**Cell area per tile**

Scale: 4 px per um. 9 x 9 tiles, from black (low) to pale yellow (high), 0 to 100% covered.
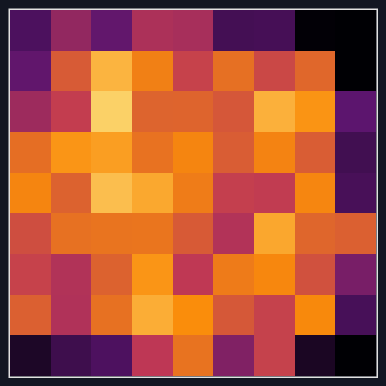
**Clock nets**

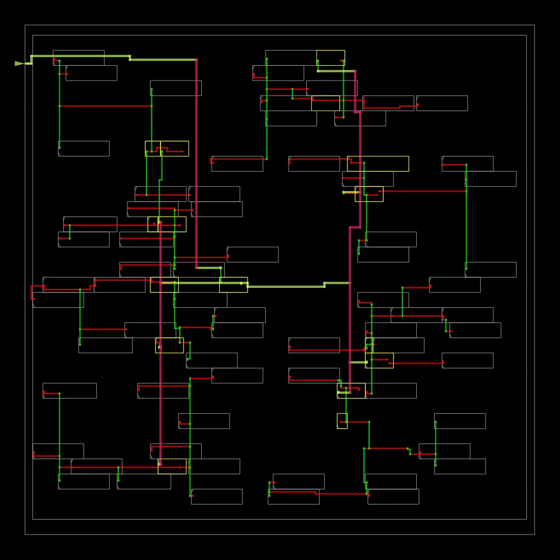
**Register map, names as in the netlist**

Scale: 4 px per um.
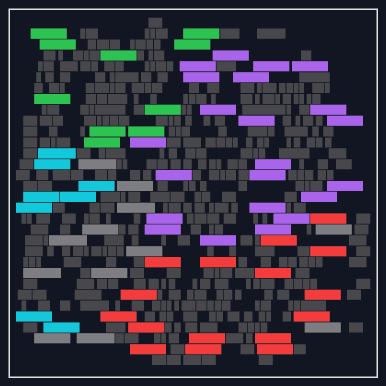
**The metal 2 layer**

Scale: 4 px per um.
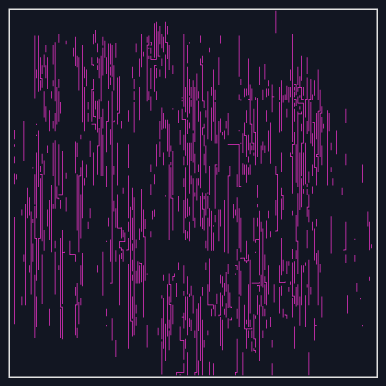
`config.mk`:
```
export PLATFORM = sky130hd
export DESIGN_NAME = life_scheduler
export DESIGN_NICKNAME = d
export VERILOG_FILES = /design/src/rtl/life_pkg.sv /design/src/rtl/rate_divider.sv /design/src/rtl/life_scheduler.sv
export SDC_FILE = /design/constraint.sdc
export NUM_CORES = 1
export LEC_CHECK = 0
export CAP_MARGIN = 10
export CORE_UTILIZATION = 45
export DETAILED_ROUTE_END_ITERATION = 16
export PLACE_DENSITY = 0.68
export SYNTH_ARGS = -nofsm -noshare
export SYNTH_HDL_FRONTEND = slang
export SYNTH_HIERARCHICAL = 1
export SYNTH_SLANG_ARGS = --single-unit
```
`constraint.sdc`:
```
create_clock -name clk -period 2.1 [get_ports clk]
set_clock_uncertainty 0.1 [all_clocks]
set_input_delay 0.315 -clock clk [delete_from_list [all_inputs] [get_ports clk]]
set_output_delay 0.315 -clock clk [all_outputs]
set_load 0.05 [all_outputs]
```
`src/rtl/life_pkg.sv`:
```
// Shared types and sizing helpers for the Game of Life scheduler.
package life_pkg;

    typedef enum logic {
        PAUSED = 1'b0,
        RUN    = 1'b1
    } state_t;

    // Row index width; a single-row matrix still needs a 1-bit index.
    function automatic int row_w(input int n);
        return (n > 1) ? $clog2(n) : 1;
    endfunction

endpackage

```
`src/rtl/rate_divider.sv`:
```
// Modulo-PERIOD counter producing a one-cycle tick in its last count.
module rate_divider #(
    parameter int PERIOD = 1024
) (
    input  logic clk,
    input  logic rst,
    input  logic en,
    input  logic clr,
    output logic tick
);

    localparam int CW = (PERIOD > 1) ? $clog2(PERIOD) : 1;
    localparam logic [CW-1:0] LAST = CW'(PERIOD - 1);

    logic [CW-1:0] cnt;

    assign tick = en && !clr && (cnt == LAST);

    always_ff @(posedge clk or posedge rst) begin
        if (rst) begin
            cnt <= '0;
        end else if (clr) begin
            cnt <= '0;
        end else if (en) begin
            cnt <= (cnt == LAST) ? '0 : cnt + CW'(1);
        end
    end

endmodule

```
`src/rtl/life_scheduler.sv`:
```
// Run/pause/step/load control and row scan for the Game of Life datapath.
// Generation updates are deferred to frame boundaries so a frame is never torn.
module life_scheduler
    import life_pkg::*;
#(
    parameter int N              = 8,
    parameter int GAME_PERIOD    = 4194304,
    parameter int DISPLAY_PERIOD = 1024,
    parameter int GEN_W          = 16
) (
    input  logic                  clk,
    input  logic                  rst,
    input  logic                  run_btn,
    input  logic                  step_btn,
    input  logic                  load_btn,
    output logic                  step_game,
    output logic                  load_seed,
    output logic [row_w(N)-1:0]   row_index,
    output logic [N-1:0]          row_onehot,
    output logic                  running,
    output logic                  overrun,
    output logic [GEN_W-1:0]      generation
);

    localparam int ROW_W = row_w(N);
    localparam logic [ROW_W-1:0] LAST_ROW = ROW_W'(N - 1);

    state_t           state;
    logic             run_q;
    logic             step_q;
    logic             load_q;
    logic             step_pending;
    logic             load_pending;
    logic             run_edge;
    logic             step_edge;
    logic             load_edge;
    logic             disp_tick;
    logic             game_tick;
    logic             game_clr;
    logic             frame_end;
    logic             step_set;
    logic [ROW_W-1:0] row_next;

    assign run_edge  = run_btn  & ~run_q;
    assign step_edge = step_btn & ~step_q;
    assign load_edge = load_btn & ~load_q;

    // The game divider only advances while running and restarts from zero on every entry.
    assign game_clr = (state != RUN) || load_edge;

    rate_divider #(.PERIOD(GAME_PERIOD)) u_game_div (
        .clk  (clk),
        .rst  (rst),
        .en   (state == RUN),
        .clr  (game_clr),
        .tick (game_tick)
    );

    rate_divider #(.PERIOD(DISPLAY_PERIOD)) u_disp_div (
        .clk  (clk),
        .rst  (rst),
        .en   (1'b1),
        .clr  (1'b0),
        .tick (disp_tick)
    );

    assign frame_end = disp_tick && (row_index == LAST_ROW);
    assign row_next  = frame_end ? '0 : row_index + ROW_W'(1);

    // A step edge in the same cycle as a run edge belongs to the run transition, not a step.
    assign step_set = ((state == RUN) && game_tick) ||
                      ((state == PAUSED) && step_edge && !run_edge);

    always_ff @(posedge clk or posedge rst) begin
        if (rst) begin
            state        <= PAUSED;
            running      <= 1'b0;
            run_q        <= 1'b1;
            step_q       <= 1'b1;
            load_q       <= 1'b1;
            step_pending <= 1'b0;
            load_pending <= 1'b0;
            overrun      <= 1'b0;
            step_game    <= 1'b0;
            load_seed    <= 1'b0;
            generation   <= '0;
            row_index    <= '0;
            row_onehot   <= N'(1);
        end else begin
            run_q     <= run_btn;
            step_q    <= step_btn;
            load_q    <= load_btn;
            step_game <= 1'b0;
            load_seed <= 1'b0;

            if (load_edge) begin
                state   <= PAUSED;
                running <= 1'b0;
            end else if (run_edge) begin
                state   <= (state == PAUSED) ? RUN : PAUSED;
                running <= (state == PAUSED);
            end

            if (disp_tick) begin
                row_index  <= row_next;
                row_onehot <= N'(1) << row_next;
            end

            if (frame_end) begin
                if (load_pending) begin
                    load_seed  <= 1'b1;
                    generation <= '0;
                end else if (step_pending) begin
                    step_game  <= 1'b1;
                    generation <= generation + GEN_W'(1);
                end
            end

            // New requests take precedence over consumption so nothing raised at a boundary is lost.
            load_pending <= load_edge || (load_pending && !frame_end);

            if (load_edge) begin
                step_pending <= 1'b0;
            end else if (step_set) begin
                step_pending <= 1'b1;
            end else if (frame_end && !load_pending) begin
                step_pending <= 1'b0;
            end

            if (load_edge) begin
                overrun <= 1'b0;
            end else if (game_tick && step_pending) begin
                overrun <= 1'b1;
            end
        end
    end

endmodule

```
==> flow_summary_export.csv <==
group,metric,value,unit
placed_design,dp.cells,529,
yosys,synth_top_cell_by_area,"dfrtp_1",
yosys,ys_area,3610,um2
pwr,leakage,2.12,nW
yosys,ys_warn_count,6,
final_timing,setup_ws,45.3,ps
yosys,ys_ff,68,
global_route,grt_start_max_net_pins,23,
pwr,p_switching,0.673,mW
floorplan,die_width,91.6,um
floorplan,fp_util,46.7,%
global_route,track_usage,20.9,%
pwr,pwr-share-comb,10.3,%
yosys,synth_area,3610,um2
final_timing,worst_slew_pin_slew,526,ps
critical_path,r2r_start,"u_disp_div/cnt[4]",
global_route,grt_pass1_vias,2878,
yosys,syn_inst,364,
pwr,clkPwrFrac,40.4,%
routing,viasPerCell,5.47,
yosys,synth_seq_share,47.2,%
floorplan,die.size.y,91.6,um
pwr,switching_share,24.7,%
hold_path,min_path_type,"input pin to async pin",
layout,syn_to_final_growth,26.6,%
critical_path,cp_max_fo,5,
floorplan,io_pins,36,
critical_path,critPathArrivalTime,1640,ps
global_route,grt_first_pass_wirelength,13.8,mm
clock_network,htreeDepth,3,
clock_network,hold_buffers,0,
yosys,edf_count,0,
yosys,synth_top_cell_by_count,"dfrtp_1",
global_route,antenna_found_initial,0,
clock_network,cts_max_path_buffers,2,
yosys,avgSynthCellArea,9.92,um2
outcome,status,"complete, no violations",
routing,drtPass1Iterations,5,
placed_design,dp_hpwl,5.72,mm
routing,drc_errors,0,
global_route,grt.busiest_layer,"met2",
pwr,seqPwrFrac,49.3,%
routing,avgRoutedWirePerCell,14.4,um
yosys,synthFlopType,"dfrtp_1",
final_timing,max_slew_margin,64.8,%
clock_network,root_buffer,"clkbuf_8",
clock_network,cts_tree,"built",
global_route,use_met3,3.69,%
critical_path,endpoint,"row_index[0]",
layout,layout.nets,455,
global_route,grt_use_met1,28.1,%
clock_network,path_clk_slew,70,ps
pwr,max-vdd-ir-drop,0.409,mV
yosys,synth.top_cells.by_count,"dfrtp_1 (64), nor2_1 (33), nand2_1 (27), nand3_1 (26), o21ai_0 (22)",
critical_path,cp-startpoint,"row_index[0]",
placed_design,io_buffers,35,
critical_path,critPathKind,"register to output pin",
global_route,grt_overflow_total,0,
pwr,p_per_area,597,nW/um2
yosys,yosysUniqueCellTypes,64,
yosys,area_leaders,"dfrtp_1 (44%), nand3_1 (3.6%), nor2_1 (3.4%)",
final_timing,slew_viol_final,0,
run,maxCapViolCount,0,
clock_network,clock-sinks,68,
yosys,async_reset_ff_share,100,%
final_timing,fmax,487,MHz
final_timing,setup_viol_count_final,0,
critical_path,reg2reg_to,"generation[11]",
layout,antenna_cells,0,
critical_path,cp.required,1680,ps
yosys,ys_cells,364,
final_timing,period_needed,2050,ps
placed_design,pre_cts_ws,-228,ps
placed_design,place_congestion,0.757,
critical_path,endpoint_kind,"output pin",
layout,drive_gt1_share,20.0,%
critical_path,r2r_cells,7,
pwr,p_int,2.06,mW
floorplan,core,7730,um2
run,tool_warnings,31,
critical_path,reg2reg_slack,120,ps
yosys,top_area_share,44.3,%
floorplan,num_rows,32,
final_timing,rsz0062_at_grt,"true",
final_timing,finalClockPeriodUsage,97.8,%
floorplan,chip_area,8390,um2
layout,fin_cells,548,
critical_path,cp-start-kind,"register",
routing,first_iter_violations,166,
final_timing,hold_viol,0,
routing,final_antenna_net_count,0,
-- 'cell area per tile' (at the start) --
nearly empty tiles = 4.9%
densest ninth of the die = middle left
tiles over 75% full = 15%
mean over tiles = 53%

-- 'clock nets' (at the start) --
Clock group: 1.10 mW
flop count: 68
total CTS buffers: 9
clk latency late pin: 340 ps
CLK BUF: 12

-- 'register map, names as in the netlist' (at the start) --
u_game_div/cnt -> purple  # sequential cells 22
u_disp_div/cnt -> green  # sequential cells 10
row_onehot -> cyan  # sequential cells 8, where middle left
generation -> red  # sequential cells 16
not colored = 12
fraction of area in registers: 37.4%
Reg area: 1710 um2
Final Core Density: 59.2%
Seq power: 1.35 mW

-- 'the metal 2 layer' (at the start) --
longest straight run = 47.9 um
share of all routed wire = 44%
vias after detailed routing: 2997
met2 Track Usage GR: 32.4%
WL final: 7.91 mm

final cells by class:
cell class / instances / area [um2]
tap: 102 / 128
multi-input combinational: 273 / 1810
inverter: 16 / 60.1
fill: 665 / 3150
clock inverter: 4 / 47.5
clock buffer: 12 / 155
timing repair buffer: 73 / 668
sequential: 68 / 1710
cells by family (layout without fill, tap and decap cells):
| kind of cell | Yosys count | in the layout | share of synthesized area [%] |
|---|---|---|---|
| simple gates | 160 | 160 | 26.2 |
| compound gates | 78 | 78 | 14.3 |
| flops | 68 | 68 | 47.2 |
| buf+inv | 28 | 105 | 4.19 |
| xor+xnor | 15 | 15 | 3.64 |
| fa+ha+maj | 9 | 9 | 3.12 |
| mux | 4 | 4 | 1.11 |
| other cells | 2 | 7 | 0.208 |
power by group through the flow:
stage,Clock (mW),Sequential [mW],Combinational [mW]
after global placement,0,1.37,0.272
after CTS,1.13,1.35,0.276
final,1.10,1.35,0.280
after floorplan,0,1.40,0.136
after global routing,1.21,1.35,0.309
after detailed placement,0,1.37,0.276
state kept, by name, indices dropped and copies added (netlist names), 3 cells and up:
signal          count
row_index           3
u_disp_div/cnt     10
generation         16
u_game_div/cnt     22
row_onehot          8
worst min-delay path by stage:
stage	from	to	cells after the start
after detailed placement	overrun	overrun	2
after global routing	rst	u_disp_div/cnt[6]	2
after floorplan	rst	u_disp_div/cnt[0]	1
after global placement	overrun	overrun	2
final	rst	u_disp_div/cnt[6]	2
after CTS	rst	u_disp_div/cnt[6]	2
stage by stage:
| step | instance area, um2 | power (mW) | setup TNS [ps] | hold slack (ps) |
|---|---|---|---|---|
| after floorplan | 3650 | 1.53 | 0 | 55.2 |
| after global placement | 4320 | 1.64 | -666 | 393 |
| after detailed placement | 4320 | 1.65 | -1120 | 398 |
| after CTS | 4520 | 2.75 | 0 | 245 |
| after global routing | 4570 | 2.86 | -10.4 | 289 |
| final | 4570 | 2.73 | 0 | 255 |
per-layer routing:
metal  share of wire, %  vias to the layer above
met2                 44                       72
met3                4.0                       15
li1                   -                     1477
met4                2.3                        0
met5                  0                        -
met1                 50                     1433
critical path, cell delays in order, from the launching register on:
cell             delay [ps]
dfrtp_2                 360
buf_4                   140
clkdlybuf4s50_1         800
timing repair:
action                                  4_1_cts  5_1_grt
endpoints found under the setup margin        2       14
buffers inserted                              0        3
pin swaps                                     0        2
gates resized                                 2       10
placed cells by master (no fill, tap or decap), types with 4 or more instances in the layout:
cell,netlist,layout
clkdlybuf4s50_1,0,28
inv_1,14,14
nand2_1,27,26
buf_4,1,37
a21oi_1,15,15
and3_1,7,7
a31oi_1,7,6
nand4_1,12,12
conb_1,2,7
dfrtp_1,64,62
dfstp_2,4,4
a22o_1,6,6
nand3b_1,4,4
ha_1,9,9
or3_1,6,6
clkbuf_8,0,11
nand3_1,26,25
mux2i_1,4,4
o21bai_1,4,4
xor2_1,13,13
o21ai_0,22,22
nand2b_1,7,7
nor2_1,33,33
dlymetal6s2s_1,1,4
Power figures rest on the tool's default switching activity, not on a simulated workload.
